**src/rtl/xbar_ingress_parser_if.sv**
```systemverilog
// Ingress-side stream bundle for xbar_ingress_parser: raw beat input and decoded-packet output.
// The slave modport is the parser; the master modport is the upstream source / downstream consumer.
interface xbar_ingress_parser_if #(
  parameter int unsigned PORTS         = 8,
  parameter int unsigned SLOTS         = 4,
  parameter int unsigned PACKET_WIDTH  = 8,
  parameter int unsigned PAYLOAD_BEATS = 1
);
  localparam int unsigned AW = $clog2(PORTS);
  localparam int unsigned SW = $clog2(SLOTS);

  logic                                  in_valid;
  logic                                  in_ready;
  logic [PACKET_WIDTH-1:0]               in_data;
  logic                                  out_valid;
  logic                                  out_ready;
  logic [AW-1:0]                         out_port;
  logic [SW-1:0]                         out_slot;
  logic [PACKET_WIDTH*PAYLOAD_BEATS-1:0] out_data;
  logic                                  out_perr;

  modport master (
    output in_valid, in_data, out_ready,
    input  in_ready, out_valid, out_port, out_slot, out_data, out_perr
  );

  modport slave (
    input  in_valid, in_data, out_ready,
    output in_ready, out_valid, out_port, out_slot, out_data, out_perr
  );
endinterface

```
**src/rtl/xbar_ingress_parser.sv**
```systemverilog
// Per-port ingress parser: checks header/payload parity, decodes port and slot, and queues
// decoded packets in a small FIFO feeding the crossbar arbitration stage.
module xbar_ingress_parser #(
  parameter int unsigned PORTS         = 8,
  parameter int unsigned SLOTS         = 4,
  parameter int unsigned PACKET_WIDTH  = 8,
  parameter int unsigned PAYLOAD_BEATS = 1,
  parameter int unsigned FIFO_DEPTH    = 4,
  parameter bit          DROP_PERR     = 1'b0,
  parameter int unsigned CNT_WIDTH     = 16
) (
  input  logic                 clk,
  input  logic                 rst,
  xbar_ingress_parser_if.slave bus,
  output logic [CNT_WIDTH-1:0] hdr_err_cnt_o,
  output logic [CNT_WIDTH-1:0] pay_err_cnt_o,
  output logic                 fifo_full_o
);
  localparam int unsigned W   = PACKET_WIDTH;
  localparam int unsigned AW  = $clog2(PORTS);
  localparam int unsigned SW  = $clog2(SLOTS);
  localparam int unsigned DW  = W * PAYLOAD_BEATS;
  localparam int unsigned BCW = (PAYLOAD_BEATS > 1) ? $clog2(PAYLOAD_BEATS) : 1;
  localparam int unsigned PW  = $clog2(FIFO_DEPTH);
  localparam int unsigned HW  = 3 + AW + SW;
  localparam logic [BCW-1:0] LastBeat = BCW'(PAYLOAD_BEATS - 1);

  typedef enum logic [1:0] {StIdle, StPayload, StDiscard} state_e;

  typedef struct packed {
    logic [AW-1:0] port;
    logic [SW-1:0] slot;
    logic [DW-1:0] data;
    logic          perr;
  } entry_t;

  state_e               state_q, state_d;
  logic [BCW-1:0]       beat_cnt_q, beat_cnt_d;
  logic [AW-1:0]        port_q, port_d;
  logic [SW-1:0]        slot_q, slot_d;
  logic                 par_q, par_d;
  logic [DW-1:0]        data_q, data_d;
  logic [CNT_WIDTH-1:0] hdr_cnt_q, pay_cnt_q;

  entry_t               mem_q [FIFO_DEPTH];
  entry_t               wr_entry, head;
  logic [PW-1:0]        wr_ptr_q, rd_ptr_q;
  logic [PW:0]          count_q, count_d;

  logic [W-1:0]  beat;
  logic [AW-1:0] hdr_addr;
  logic [SW-1:0] hdr_slot;
  logic          hdr_pp, hdr_ok, beat_par;
  logic          in_ready, accept, last_beat, full, empty, push, pop;
  logic          push_perr, hdr_err_inc, pay_err_inc;

  assign beat      = bus.in_data;
  assign hdr_addr  = beat[W-2 -: AW];
  assign hdr_slot  = beat[W-2-AW -: SW];
  assign hdr_pp    = beat[W-2-AW-SW];
  // Even parity over valid..hp; reserved LSBs below hp are excluded.
  assign hdr_ok    = ~^beat[W-1 -: HW] && (32'(hdr_addr) < PORTS);
  assign beat_par  = par_q ^ (^beat);

  assign full      = (count_q == (PW+1)'(FIFO_DEPTH));
  assign empty     = (count_q == '0);
  assign last_beat = (beat_cnt_q == LastBeat);
  // Depends only on registered state, so out_ready never reaches in_ready combinationally.
  assign in_ready  = !rst && !(state_q == StPayload && last_beat && full);
  assign accept    = bus.in_valid && in_ready;
  assign pop       = !empty && bus.out_ready;

  always_comb begin
    state_d     = state_q;
    beat_cnt_d  = beat_cnt_q;
    port_d      = port_q;
    slot_d      = slot_q;
    par_d       = par_q;
    data_d      = data_q;
    push        = 1'b0;
    push_perr   = 1'b0;
    hdr_err_inc = 1'b0;
    pay_err_inc = 1'b0;
    case (state_q)
      StIdle: begin
        if (accept && beat[W-1]) begin
          beat_cnt_d = '0;
          if (hdr_ok) begin
            port_d  = hdr_addr;
            slot_d  = hdr_slot;
            par_d   = hdr_pp;
            state_d = StPayload;
          end else begin
            hdr_err_inc = 1'b1;
            state_d     = StDiscard;
          end
        end
      end
      StPayload: begin
        if (accept) begin
          data_d[32'(beat_cnt_q) * W +: W] = beat;
          par_d = beat_par;
          if (last_beat) begin
            state_d     = StIdle;
            pay_err_inc = beat_par;
            push_perr   = beat_par;
            push        = !(beat_par && DROP_PERR);
          end else begin
            beat_cnt_d = beat_cnt_q + BCW'(1);
          end
        end
      end
      StDiscard: begin
        if (accept) begin
          if (last_beat) state_d = StIdle;
          else           beat_cnt_d = beat_cnt_q + BCW'(1);
        end
      end
      default: state_d = StIdle;
    endcase
  end

  always_comb begin
    wr_entry = '{port: port_q, slot: slot_q, data: data_d, perr: push_perr};
    case ({push, pop})
      2'b10:   count_d = count_q + (PW+1)'(1);
      2'b01:   count_d = count_q - (PW+1)'(1);
      default: count_d = count_q;
    endcase
  end

  always_ff @(posedge clk) begin
    if (rst) begin
      state_q    <= StIdle;
      beat_cnt_q <= '0;
      port_q     <= '0;
      slot_q     <= '0;
      par_q      <= 1'b0;
      data_q     <= '0;
      hdr_cnt_q  <= '0;
      pay_cnt_q  <= '0;
      wr_ptr_q   <= '0;
      rd_ptr_q   <= '0;
      count_q    <= '0;
    end else begin
      state_q    <= state_d;
      beat_cnt_q <= beat_cnt_d;
      port_q     <= port_d;
      slot_q     <= slot_d;
      par_q      <= par_d;
      data_q     <= data_d;
      count_q    <= count_d;
      if (hdr_err_inc && hdr_cnt_q != '1) hdr_cnt_q <= hdr_cnt_q + CNT_WIDTH'(1);
      if (pay_err_inc && pay_cnt_q != '1) pay_cnt_q <= pay_cnt_q + CNT_WIDTH'(1);
      if (push) wr_ptr_q <= wr_ptr_q + PW'(1);
      if (pop)  rd_ptr_q <= rd_ptr_q + PW'(1);
    end
  end

  always_ff @(posedge clk) begin
    if (push) mem_q[wr_ptr_q] <= wr_entry;
  end

  // Head is forced to zero when empty so the outputs read 0 out of reset.
  assign head          = mem_q[rd_ptr_q];
  assign bus.in_ready  = in_ready;
  assign bus.out_valid = !empty;
  assign bus.out_port  = empty ? '0 : head.port;
  assign bus.out_slot  = empty ? '0 : head.slot;
  assign bus.out_data  = empty ? '0 : head.data;
  assign bus.out_perr  = empty ? 1'b0 : head.perr;
  assign hdr_err_cnt_o = hdr_cnt_q;
  assign pay_err_cnt_o = pay_cnt_q;
  assign fifo_full_o   = full;
endmodule

```
**src/flat_wrapper.sv**
```systemverilog
// flat-port wrapper written by rule: the top's interface ports become plain ports
module xbar_ingress_parser_flat 
#(
  parameter int unsigned PORTS         = 8,
  parameter int unsigned SLOTS         = 4,
  parameter int unsigned PACKET_WIDTH  = 8,
  parameter int unsigned PAYLOAD_BEATS = 1,
  parameter int unsigned FIFO_DEPTH    = 4,
  parameter bit          DROP_PERR     = 1'b0,
  parameter int unsigned CNT_WIDTH     = 16
)
  (clk, rst, hdr_err_cnt_o, pay_err_cnt_o, fifo_full_o, bus_in_valid, bus_in_data, bus_out_ready, bus_in_ready, bus_out_valid, bus_out_port, bus_out_slot, bus_out_data, bus_out_perr);
  xbar_ingress_parser_if #(.PORTS(PORTS), .SLOTS(SLOTS), .PACKET_WIDTH(PACKET_WIDTH), .PAYLOAD_BEATS(PAYLOAD_BEATS)) bus_i ();
  input  logic clk;
  input  logic rst;
  output logic [CNT_WIDTH-1:0] hdr_err_cnt_o;
  output logic [CNT_WIDTH-1:0] pay_err_cnt_o;
  output logic fifo_full_o;
  input wire logic [$bits(bus_i.in_valid)-1:0] bus_in_valid;
  input wire logic [$bits(bus_i.in_data)-1:0] bus_in_data;
  input wire logic [$bits(bus_i.out_ready)-1:0] bus_out_ready;
  output wire logic [$bits(bus_i.in_ready)-1:0] bus_in_ready;
  output wire logic [$bits(bus_i.out_valid)-1:0] bus_out_valid;
  output wire logic [$bits(bus_i.out_port)-1:0] bus_out_port;
  output wire logic [$bits(bus_i.out_slot)-1:0] bus_out_slot;
  output wire logic [$bits(bus_i.out_data)-1:0] bus_out_data;
  output wire logic [$bits(bus_i.out_perr)-1:0] bus_out_perr;
  assign bus_i.in_valid = bus_in_valid;
  assign bus_i.in_data = bus_in_data;
  assign bus_i.out_ready = bus_out_ready;
  assign bus_in_ready = bus_i.in_ready;
  assign bus_out_valid = bus_i.out_valid;
  assign bus_out_port = bus_i.out_port;
  assign bus_out_slot = bus_i.out_slot;
  assign bus_out_data = bus_i.out_data;
  assign bus_out_perr = bus_i.out_perr;
  xbar_ingress_parser #(.PORTS(PORTS), .SLOTS(SLOTS), .PACKET_WIDTH(PACKET_WIDTH), .PAYLOAD_BEATS(PAYLOAD_BEATS), .FIFO_DEPTH(FIFO_DEPTH), .DROP_PERR(DROP_PERR), .CNT_WIDTH(CNT_WIDTH)) u_core (.clk(clk), .rst(rst), .bus(bus_i), .hdr_err_cnt_o(hdr_err_cnt_o), .pay_err_cnt_o(pay_err_cnt_o), .fifo_full_o(fifo_full_o));
endmodule
```
**config.mk**
```make
export PLATFORM = sky130hd
export DESIGN_NAME = xbar_ingress_parser_flat
export DESIGN_NICKNAME = d
export VERILOG_FILES = /design/src/rtl/xbar_ingress_parser_if.sv /design/src/rtl/xbar_ingress_parser.sv /design/src/flat_wrapper.sv
export SDC_FILE = /design/constraint.sdc
export NUM_CORES = 1
export LEC_CHECK = 0
export ABC_AREA = 1
export CAP_MARGIN = 15
export CORE_ASPECT_RATIO = 0.9
export CORE_MARGIN = 2
export CORE_UTILIZATION = 25
export DETAILED_ROUTE_END_ITERATION = 16
export PLACE_DENSITY = 0.41
export SETUP_SLACK_MARGIN = 0.15
export SYNTH_ARGS = -nofsm -noshare
export SYNTH_HDL_FRONTEND = slang
export SYNTH_SLANG_ARGS = --single-unit
```
**constraint.sdc**
```tcl
create_clock -name clk -period 4.8 [get_ports clk]
set_input_delay 1.44 -clock clk [delete_from_list [all_inputs] [get_ports clk]]
set_output_delay 1.44 -clock clk [all_outputs]
set_load 0.03 [all_outputs]
```
==> notes.md <==
flow finished, numbers: Fin Setup TNS=0 ns, kind of start point of the critical path=input pin, Setup crit start=rst, register share after synthesis=0.514, clk root buf=clkbuf_16, unrepaired setup endpoints after global routing=no, initial DRC count=205, TritonCTS Buffers=17, clock slew at reported path FFs=0.05 ns, Crit Path Max Fanout=2, CP max stage delay=0.65 ns, min-delay src=u_core.state_q[1], Mapped Cells=643, initial antenna violation count=0, Log Warnings=30, Net Count, Synth=665, via count=4485, Slowest-stage cell, CP=clkdlybuf4s50_1, worst reg2reg startpoint=u_core.state_q[1], flops out of synthesis=113, PostCTS Resize Cnt=0, htree depth=4, Worst Tran Pin Value=0.697 ns, Ys Warns=0, Pleak=2.56 nW, post-route ant nets=0, CP Cell Sequence=clkdlybuf4s50_1 -> inv_1 -> nand2_1 -> inv_1 -> clkdlybuf4s50_1, Yosys chip area=5490 µm², Yosys top cell by area=edfxtp_1, WS Path Type=input pin to output port, most numerous logic cells after layout=nand2_1, nor2_1, a21oi_1, setup bufs post-CTS=0, largest net degree at the start of global routing=37, share of cells above drive strength 1=0.0946, all-layer global routing usage=0.130, CTS tree=done, pwr/cell area=352 nW/µm², Core Density at Floorplan=0.254, yosys stat cell total=643, worst skew pair latency=0.41 ns, ports placed on the boundary=61, Avg Cell Area, Syn=8.53 µm², DIE HEIGHT=145 µm, fin nets=728, worst vdd ir=0.187 mV, Cell Area, Synth=5490 µm², Req. time, crit path=3.36 ns, gpl congestion=0.796, Syn-to-layout area delta=27.8%, Avg WL per Cell=14.4 µm, drt drc=0, global-route wire length before repair=23200 µm, most frequent logic cell in the layout=nand2_1, Clock Sinks=113, MaxCap Viol Count=0, PortBufs=60, top cells by area=edfxtp_1, dfxtp_1, nand2_1, fin. max-slew vios=0, Setup crit end kind=output port, hold_buf cts=0, Clock Skews=0.00566 ns, dpl hpwl=9640 µm, minimum clock period=4.27 ns, Yosys cell types=34, iteration count of the initial detailed-routing pass=4, Hold WS=0.464 ns, vias in the first global route=4456, Top cell area share=0.306, Die Span X=160 µm, chip area=23200 µm², Hold Path Class=flop to flop, result of the run=finished clean, fmax=0.234 GHz, Final Hold Viols=0, grt ovf=0, drt total wl=14500 µm, Vias/cell=4.44
[power breakdown]
part           switching [W]  internal (W)  total, W  leakage [nW]
logic              0.0000998     0.0000426  0.000142          1.26
clock network       0.000460      0.000840   0.00130         0.296
registers         0.00000649       0.00102   0.00102          1.00
total               0.000567       0.00190   0.00247          2.56
[cells in the mapped netlist, drive strengths merged]
| master | number |
|---|---|
| o21ai | 47 |
| xnor2 | 11 |
| xor2 | 13 |
| nor3 | 16 |
| and3 | 1 |
| edfxtp | 56 |
| ha | 9 |
| inv | 66 |
| nand3b | 2 |
| a211oi | 7 |
| dfxtp | 57 |
| nand3 | 24 |
| fa | 1 |
| nand4 | 27 |
| or2 | 8 |
| buf | 17 |
| o2111ai | 1 |
| a21oi | 65 |
| nand2 | 114 |
| clkinv | 1 |
| clkbuf | 9 |
| nor2 | 91 |
[critical path, delay by kind of cell]
family,cells,cell delay [ns]
AND/OR/NAND/NOR,1,0.06
buffers and inverters,4,1.32
[flip-flops by register name (all words and copies together) (netlist names), 2 cells and up, named ones only]
| signal | cells |
|---|---|
| u_core.state_q | 2 |
| u_core.data_q | 8 |
| u_core.rd_ptr_q | 2 |
| u_core.hdr_err_cnt_o | 16 |
| u_core.wr_ptr_q | 2 |
| u_core.port_q | 3 |
| u_core.count_q | 3 |
| u_core.slot_q | 2 |
| u_core.mem_q | 56 |
| u_core.pay_err_cnt_o | 16 |
[routing by layer]
| layer | track usage | vias to the layer above | routed length, µm |
|---|---|---|---|
| met1 | 0.159 | 2093 | 6690 |
| met5 | 0 | - | 0 |
| li1 | - | 2287 | - |
| met4 | 0.0479 | 0 | 179 |
| met3 | 0.0301 | 16 | 599 |
| met2 | 0.226 | 89 | 7070 |
[cell families (layout without fill, tap and decap cells)]
group,after synthesis,count (layout),synth area share
adder cells (fa/ha/maj),10,10,0.0242
XOR/XNOR,24,24,0.0383
buffers and inverters,93,169,0.0695
AND-OR/OR-AND,120,120,0.113
AND/OR/NAND/NOR,283,283,0.240
flip-flops,113,113,0.514
[layout make-up]
| cell class | count | area, µm² |
|---|---|---|
| clock buffer | 21 | 493 |
| tap | 291 | 364 |
| multi-input combinational | 437 | 2280 |
| clock inverter | 11 | 124 |
| inverter | 67 | 251 |
| sequential | 113 | 2820 |
| timing repair buffer | 70 | 676 |
| fill | 2274 | 14600 |
[path summary, 6_finish.rpt]
check	slack (ns)	cells past startpoint	to
setup reg to reg	2.21	13	u_core.count_q[2]
hold reg to reg	0.46	2	u_core.state_q[1]
hold / removal	0.46	2	u_core.state_q[1]
setup / recovery	0.53	5	bus_in_ready
[metrics by stage]
step / utilization / instances / total power [W] / cell area, µm² / setup slack (ns)
2_1_floorplan: - / 643 / 0.00114 / 5490 / 1.16
3_3_place_gp: 0.297 / 978 / 0.00119 / 6400 / 0.471
3_5_place_dp: 0.297 / 978 / 0.00119 / 6400 / 0.490
4_1_cts: 0.325 / 1010 / 0.00250 / 7010 / 0.489
5_1_grt: 0.325 / 1010 / 0.00256 / 7010 / 0.481
6_report: 0.325 / 1010 / 0.00247 / 7010 / 0.532
Logic cells by family:
Scale bar: 50 µm.
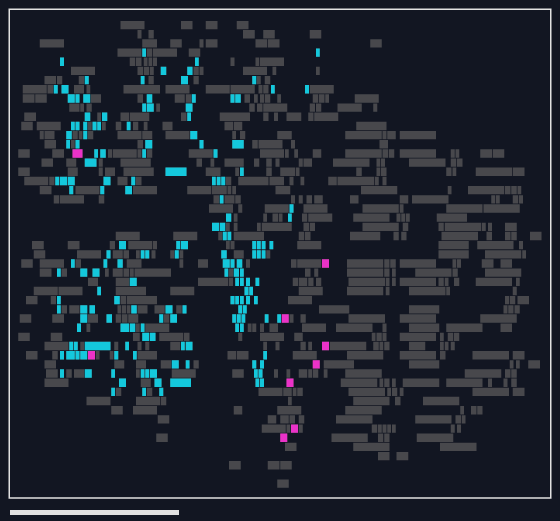
legend:
  and/or cells:
    color: magenta
    cells: 9
    most_used: or2_2
  nand cells:
    color: cyan
    cells: 167
    most_used: nand2_1

Cell density map:
The die is cut into 16 by 14 equal tiles; black is low, pale yellow is high, 0 to 100% covered.
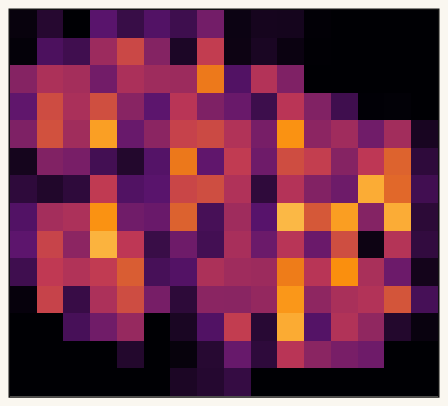
fullest tile: 85%
nearly empty tiles: 20%
mean over tiles: 29%
tiles over 75% full: 4.9%
emptiest ninth of the die: top right
core footprint: 21600 µm²
Final Util: 0.325

Placement view:
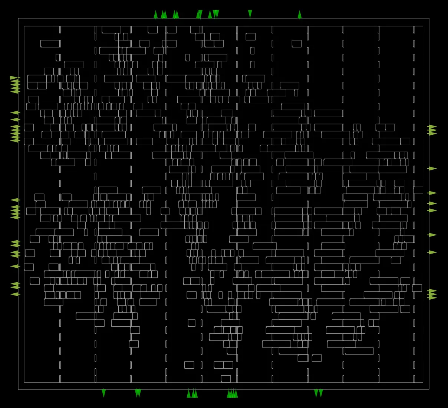
non-filler cells in the finished layout: 1010
row cnt: 51
sequential share of cell area: 0.402

Nets reached from selected ports:
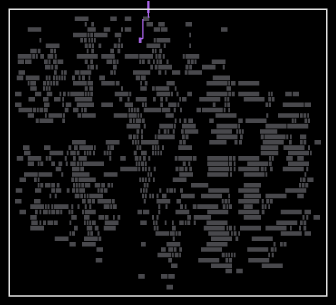
legend:
  bus_in_ready:
    color: purple
    bits: 1
    direction: output
    edge: top
    end_cells: 1
    buffers: 1
    wire: 14.8 µm

M3 wires:
Scale bar: 50 µm.
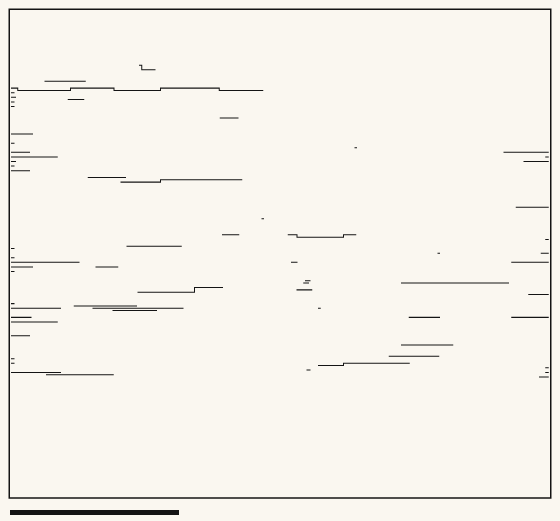
wire length on this layer: 600 µm
main direction: horizontal

No activity file was given, so power comes from the tool's default toggle rates.
